--- src/rtl/vlib_mac_pkg.sv ---
// Shared width and saturation helpers for the multi-lane MAC datapath.
package vlib_mac_pkg;

    // Widest accumulator the saturation helpers can describe.
    localparam int MAX_ACC_W = 64;

    // Full-precision width of one signed a x b product.
    function automatic int PROD_W(input int a, input int b);
        return a + b;
    endfunction

    // Width that holds the sum of 'lanes' full-precision products.
    function automatic int SUM_W(input int a, input int b, input int lanes);
        return a + b + $clog2(lanes);
    endfunction

    // Largest positive value of a signed 'width'-bit number.
    function automatic longint sat_max(input int width);
        return (longint'(1) <<< (width - 1)) - longint'(1);
    endfunction

    // Most negative value of a signed 'width'-bit number.
    function automatic longint sat_min(input int width);
        return -(longint'(1) <<< (width - 1));
    endfunction

endpackage

--- src/rtl/VLIB_multiplier.sv ---
// Combinational signed multiplier producing the full-precision product.
module VLIB_multiplier #(
    parameter int A_W = 8,
    parameter int B_W = 8
) (
    input  logic signed [A_W-1:0]     a,
    input  logic signed [B_W-1:0]     b,
    output logic signed [A_W+B_W-1:0] p
);

    localparam int P_W = A_W + B_W;

    // Both operands are sign-extended to the product width before multiplying.
    assign p = P_W'(a) * P_W'(b);

endmodule

--- src/rtl/vlib_adder_tree.sv ---
// Combinational signed reduction of LANES values; binary tree, odd element
// of a level is passed straight through to the next level.
module vlib_adder_tree #(
    parameter int IN_W  = 16,
    parameter int OUT_W = 18,
    parameter int LANES = 4
) (
    input  logic [LANES*IN_W-1:0] in_flat,
    output logic [OUT_W-1:0]      sum
);

    localparam int LV = $clog2(LANES);

    // Number of live partial sums at a given tree level.
    function automatic int lanes_at(input int level);
        int c;
        c = LANES;
        for (int k = 0; k < level; k++) c = (c + 1) / 2;
        return c;
    endfunction

    logic signed [OUT_W-1:0] lv [LV+1][LANES];

    // Level 0: sign-extend every input to the final width so no level can overflow.
    for (genvar i = 0; i < LANES; i++) begin : g_leaf
        assign lv[0][i] = OUT_W'($signed(in_flat[i*IN_W +: IN_W]));
    end

    for (genvar k = 0; k < LV; k++) begin : g_level
        localparam int N = lanes_at(k);
        for (genvar i = 0; i < N / 2; i++) begin : g_pair
            assign lv[k+1][i] = lv[k][2*i] + lv[k][2*i+1];
        end
        if (N % 2 == 1) begin : g_odd
            assign lv[k+1][N/2] = lv[k][N-1];
        end
        for (genvar i = (N + 1) / 2; i < LANES; i++) begin : g_pad
            assign lv[k+1][i] = '0;
        end
    end

    assign sum = lv[LV][0];

endmodule

--- src/rtl/vlib_mac_lanes.sv ---
// Pipelined multi-lane signed multiply-accumulate. Products of each beat are
// summed and accumulated over a FIRST..LAST vector; one result per vector
// leaves on a valid/ready output, optionally saturated.
module vlib_mac_lanes
    import vlib_mac_pkg::*;
#(
    parameter int BITWIDTH_A = 8,
    parameter int BITWIDTH_B = BITWIDTH_A,
    parameter int LANES      = 4,
    parameter int ACC_WIDTH  = 32,
    parameter int PIPE       = 1,
    parameter int SATURATE   = 1
) (
    input  logic                          CLK,
    input  logic                          RST_N,
    input  logic                          IN_VALID,
    output logic                          IN_READY,
    input  logic [LANES*BITWIDTH_A-1:0]   IN_A,
    input  logic [LANES*BITWIDTH_B-1:0]   IN_B,
    input  logic                          IN_FIRST,
    input  logic                          IN_LAST,
    output logic                          OUT_VALID,
    input  logic                          OUT_READY,
    output logic [ACC_WIDTH-1:0]          OUT_RES,
    output logic                          OUT_OVF
);

    localparam int PW  = PROD_W(BITWIDTH_A, BITWIDTH_B);
    localparam int SW  = SUM_W(BITWIDTH_A, BITWIDTH_B, LANES);
    localparam int AW1 = ACC_WIDTH + 1;
    localparam logic [ACC_WIDTH-1:0] ACC_MAX = ACC_WIDTH'(sat_max(ACC_WIDTH));
    localparam logic [ACC_WIDTH-1:0] ACC_MIN = ACC_WIDTH'(sat_min(ACC_WIDTH));

    if (LANES < 1 || ACC_WIDTH < SW || ACC_WIDTH > MAX_ACC_W || (PIPE != 0 && PIPE != 1)) begin : g_cfg_err
        $error("vlib_mac_lanes: illegal parameter combination");
    end

    // One enable moves every stage together; a stalled result freezes the pipe.
    logic en;
    logic out_valid_q, out_valid_d;
    assign en       = !out_valid_q | OUT_READY;
    assign IN_READY = en;

    logic [LANES*PW-1:0] prod_flat;
    for (genvar l = 0; l < LANES; l++) begin : g_mul
        VLIB_multiplier #(.A_W(BITWIDTH_A), .B_W(BITWIDTH_B)) u_mul (
            .a (IN_A[l*BITWIDTH_A +: BITWIDTH_A]),
            .b (IN_B[l*BITWIDTH_B +: BITWIDTH_B]),
            .p (prod_flat[l*PW +: PW])
        );
    end

    logic                a_valid, a_first, a_last;
    logic [LANES*PW-1:0] a_prod;

    if (PIPE == 1) begin : g_pipe
        logic                m_valid_q, m_valid_d, m_first_q, m_first_d, m_last_q, m_last_d;
        logic [LANES*PW-1:0] m_prod_q, m_prod_d;

        // Stage M next state: take the incoming beat whenever the pipe advances.
        always_comb begin
            // NOTE: every _d starts from its held value so no path leaves it unassigned (no latch).
            m_valid_d = m_valid_q;
            m_first_d = m_first_q;
            m_last_d  = m_last_q;
            m_prod_d  = m_prod_q;
            if (en) begin
                m_valid_d = IN_VALID;
                m_first_d = IN_FIRST;
                m_last_d  = IN_LAST;
                m_prod_d  = prod_flat;
            end
        end

        // Stage M registers; reset drops any beat in flight.
        always_ff @(posedge CLK or negedge RST_N) begin
            // NOTE: non-blocking assignments so every flop samples pre-edge values.
            if (!RST_N) begin
                m_valid_q <= 1'b0;
                m_first_q <= 1'b0;
                m_last_q  <= 1'b0;
                m_prod_q  <= '0;
            end else begin
                m_valid_q <= m_valid_d;
                m_first_q <= m_first_d;
                m_last_q  <= m_last_d;
                m_prod_q  <= m_prod_d;
            end
        end

        assign a_valid = m_valid_q;
        assign a_first = m_first_q;
        assign a_last  = m_last_q;
        assign a_prod  = m_prod_q;
    end else begin : g_nopipe
        assign a_valid = IN_VALID;
        assign a_first = IN_FIRST;
        assign a_last  = IN_LAST;
        assign a_prod  = prod_flat;
    end

    logic [SW-1:0] sum;
    vlib_adder_tree #(.IN_W(PW), .OUT_W(SW), .LANES(LANES)) u_tree (
        .in_flat (a_prod),
        .sum     (sum)
    );

    logic [ACC_WIDTH-1:0] acc_q, acc_d, out_res_q, out_res_d, result;
    logic                 ovf_q, ovf_d, out_ovf_q, out_ovf_d, ovf, sticky;
    logic signed [ACC_WIDTH:0] sum_ext, base, t;

    // Stage A: one extra bit exposes overflow; LAST hands the result out and
    // clears the accumulator so the next beat starts from zero.
    always_comb begin
        sum_ext = AW1'($signed(sum));
        base    = a_first ? '0 : {acc_q[ACC_WIDTH-1], acc_q};
        t       = base + sum_ext;
        ovf     = t[ACC_WIDTH] ^ t[ACC_WIDTH-1];
        result  = t[ACC_WIDTH-1:0];
        if (ovf && SATURATE != 0) result = t[ACC_WIDTH] ? ACC_MIN : ACC_MAX;
        sticky  = (a_first ? 1'b0 : ovf_q) | ovf;

        acc_d       = acc_q;
        ovf_d       = ovf_q;
        out_res_d   = out_res_q;
        out_ovf_d   = out_ovf_q;
        out_valid_d = out_valid_q;
        if (en) begin
            out_valid_d = a_valid & a_last;
            if (a_valid) begin
                if (a_last) begin
                    out_res_d = result;
                    out_ovf_d = sticky;
                    acc_d     = '0;
                    ovf_d     = 1'b0;
                end else begin
                    acc_d = result;
                    ovf_d = sticky;
                end
            end
        end
    end

    // Accumulator and output registers; reset discards any partial vector.
    always_ff @(posedge CLK or negedge RST_N) begin
        if (!RST_N) begin
            acc_q       <= '0;
            ovf_q       <= 1'b0;
            out_res_q   <= '0;
            out_ovf_q   <= 1'b0;
            out_valid_q <= 1'b0;
        end else begin
            acc_q       <= acc_d;
            ovf_q       <= ovf_d;
            out_res_q   <= out_res_d;
            out_ovf_q   <= out_ovf_d;
            out_valid_q <= out_valid_d;
        end
    end

    assign OUT_VALID = out_valid_q;
    assign OUT_RES   = out_res_q;
    assign OUT_OVF   = out_ovf_q;

endmodule

--- config.mk ---
export PLATFORM = sky130hd
export DESIGN_NAME = vlib_mac_lanes
export DESIGN_NICKNAME = d
export VERILOG_FILES = /design/src/rtl/vlib_mac_pkg.sv /design/src/rtl/VLIB_multiplier.sv /design/src/rtl/vlib_adder_tree.sv /design/src/rtl/vlib_mac_lanes.sv
export SDC_FILE = /design/constraint.sdc
export NUM_CORES = 1
export LEC_CHECK = 0
export CAP_MARGIN = 40
export CORE_MARGIN = 4
export CORE_UTILIZATION = 64
export CTS_BUF_LIST = sky130_fd_sc_hd__clkbuf_4 sky130_fd_sc_hd__clkbuf_8
export CTS_CLUSTER_SIZE = 28
export DETAILED_ROUTE_END_ITERATION = 6
export PLACE_DENSITY = 0.85
export SLEW_MARGIN = 30
export SYNTH_ARGS = -nofsm -noshare
export SYNTH_HDL_FRONTEND = slang
export SYNTH_HIERARCHICAL = 1
export SYNTH_SLANG_ARGS = --single-unit
--- constraint.sdc ---
create_clock -name CLK -period 7.47 [get_ports CLK]
set_input_delay 2.241 -clock CLK [delete_from_list [all_inputs] [get_ports CLK]]
set_output_delay 2.241 -clock CLK [all_outputs]
set_load 0.02 [all_outputs]
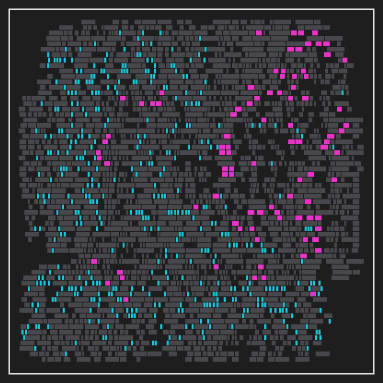
Run 1: gate-type map
Drawn at 2 px/µm.
legend:
  cyan:
    family: inverters
    cells: 432
    most_used: inv_1
  magenta:
    family: AND-OR and OR-AND gates
    cells: 92
    most_used: a221o_1

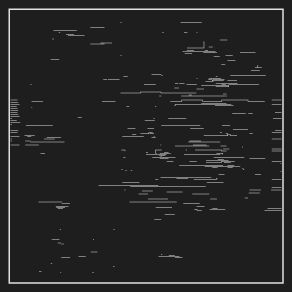
Run 1: metal 3
Drawn at 1.5 px/µm.
longest straight run: 50.1 µm
wire length on this layer: 1730 µm

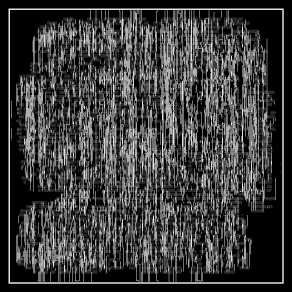
Run 1: met2 routing
Drawn at 1.5 px/µm.
longest straight run: 60.3 µm
share of all routed wire: 51%
main direction: vertical
wire length on this layer: 22.0 mm
nets with wire on the layer: 2421

==> flow_summary_export.csv, run 1 <==
group,metric,value,unit
final_layout,drive_above_1_share,3.92,%
final_layout,final_area,21100,µm²
yosys,yosys.area_share.simple,19.1,%
floorplan,coreArea,29600,µm²
detailed_routing,vias,15200,
critical_path,crit_path_top_delay_cell,"fa_1",
critical_path,critPathCaptureType,"flop",
grt,grt_util_met2,48.2,%
critical_path,critPathKind,"reg2reg",
critical_path,crit_chain,"fa_1 > fa_1 > ha_1 > fa_1 > a21o_1 > a221o_1 > a21oi_1 > o21ai_0 > xnor2_1 > buf_4 > ha_1 > nand4_1 > nor3_1 > nand3_1 > a2111oi_4 > o2111ai_2 > mux2i_4 > nor2_2 > a221o_1",
floorplan,io_pins,105,
yosys,ys_cells,2223,
final_layout,fin_cells,2714,
yosys,ys.flop_type,"dfrtp_1",
critical_path,timing.rr.end,"acc_q[24]",
critical_path,critPathBufInv,1,
floorplan,tap_cells,390,
final_layout,comb_share,66.7,%
outcome,outcome,"finished clean",
job,maxCapViolCount,0,
grt,grt_pass1_vias,15900,
yosys,synth.logic.top_family,"adder cells",
critical_path,critPathTopFamily,"adder cells",
final_layout,nets,2800,
grt,grt_max_degree,82,
floorplan,floorplanUtilization,65.0,%
sta,slew-limit-headroom,50.3,%
final_layout,sh_seq_area,15.9,%
critical_path,path_depth,19,
final_layout,area_dominant_class,"logic gates",
detailed_routing,dr_wl_met3,1.73,mm
place,place_ws,584,ps
final_layout,lay_top_cells,"inv_1, nand2_1, fa_1",
sta,fmax,0.149,GHz
final_layout,layout.area.seq,3350,µm²
worst_hold_path,min_path_type,"reg2reg",
## Run 2: what changed since run 1
CTS_CLUSTER_SIZE = 14   (was 28)
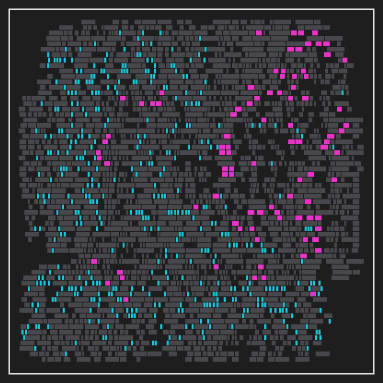
Run 2: gate-type map
Drawn at 2 px/µm.
legend:
  cyan:
    family: inverters
    cells: 432
    most_used: inv_1
  magenta:
    family: AND-OR and OR-AND gates
    cells: 92
    most_used: a221o_1

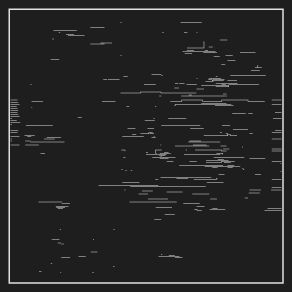
Run 2: metal 3
Drawn at 1.5 px/µm.
Vias: 15200
met3 GRT Util: 2.48%

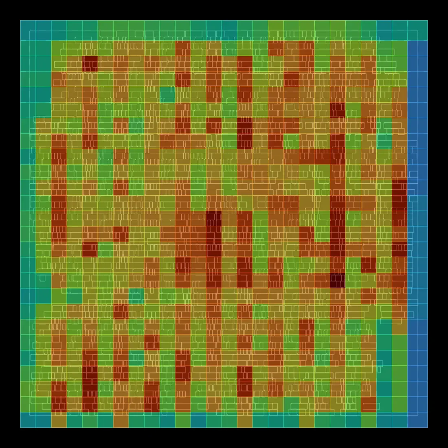
Run 2: congestion heat map
grt met1 use: 36.3%
met2 global-route usage: 48.2%
grt peak-use layer: met2
Overall Global Routing Usage: 27.1%
Layout Utilization: 71.3%

==> run 2 against run 1 <==
Against the previous run: global-route usage unchanged; first-iteration DRC count unchanged; critical path depth unchanged; utilization unchanged; via count unchanged; critical path type unchanged; fmax unchanged; routed wire length unchanged; highest routed layer unchanged; cell area unchanged; worst setup slack unchanged; register-to-register slack about the same.
==> flow_summary_export.csv, run 2 <==
group,metric,value,unit
final_layout,nets,2800,
yosys,synth.logic.top_family,"adder cells",
final_layout,sh_seq_area,15.9,%
floorplan,tap_cells,390,
sta,slew-limit-headroom,50.3,%
clock_network,cts_root_buf,"clkbuf_8",
critical_path,critPathTopFamily,"adder cells",
yosys,synth-compound-area-share,12.1,%
critical_path,critPathKind,"reg2reg",
final_layout,comb_share,66.7,%
worst_hold_path,min_delay_worst_endpoint,"a_prod[44]",
grt,grt_max_degree,82,
sta,fmax,0.149,GHz
floorplan,floorplanUtilization,65.0,%
place,gp_congestion,0.924,
final_layout,layout.area.seq,3350,µm²
critical_path,path_depth,19,
yosys,yosys.area_share.simple,19.1,%
floorplan,io_pins,105,
final_layout,drive_above_1_share,3.92,%
outcome,outcome,"finished clean",
clock_network,clock.latency.late_pin,470,ps
grt,grt_pass1_vias,15900,
critical_path,timing.rr.end,"acc_q[24]",
place,place_inst,2679,
critical_path,critPathCaptureType,"flop",
place,place_ws,584,ps
critical_path,setup.worst_path.end,"acc_q[24]",
final_layout,clock_tree_area_fraction,1.90,%
critical_path,critPathBufInv,1,
final_layout,fin_cells,2714,
yosys,ys_top_cells_by_area,"fa_1, dfrtp_1, ha_1, inv_1, nand2_1",
detailed_routing,dr_wl_met3,1.73,mm
final_layout,area_dominant_class,"logic gates",
critical_path,crit_chain,"fa_1 > fa_1 > ha_1 > fa_1 > a21o_1 > a221o_1 > a21oi_1 > o21ai_0 > xnor2_1 > buf_4 > ha_1 > nand4_1 > nor3_1 > nand3_1 > a2111oi_4 > o2111ai_2 > mux2i_4 > nor2_2 > a221o_1",
yosys,postSynthSeqShare,17.4,%
critical_path,crit_path_top_delay_cell,"fa_1",
job,maxCapViolCount,0,
final_layout,final_area,21100,µm²
yosys,ys_cells,2223,
yosys,synthAdderAreaFrac,37.1,%
yosys,ys.flop_type,"dfrtp_1",
floorplan,coreArea,29600,µm²
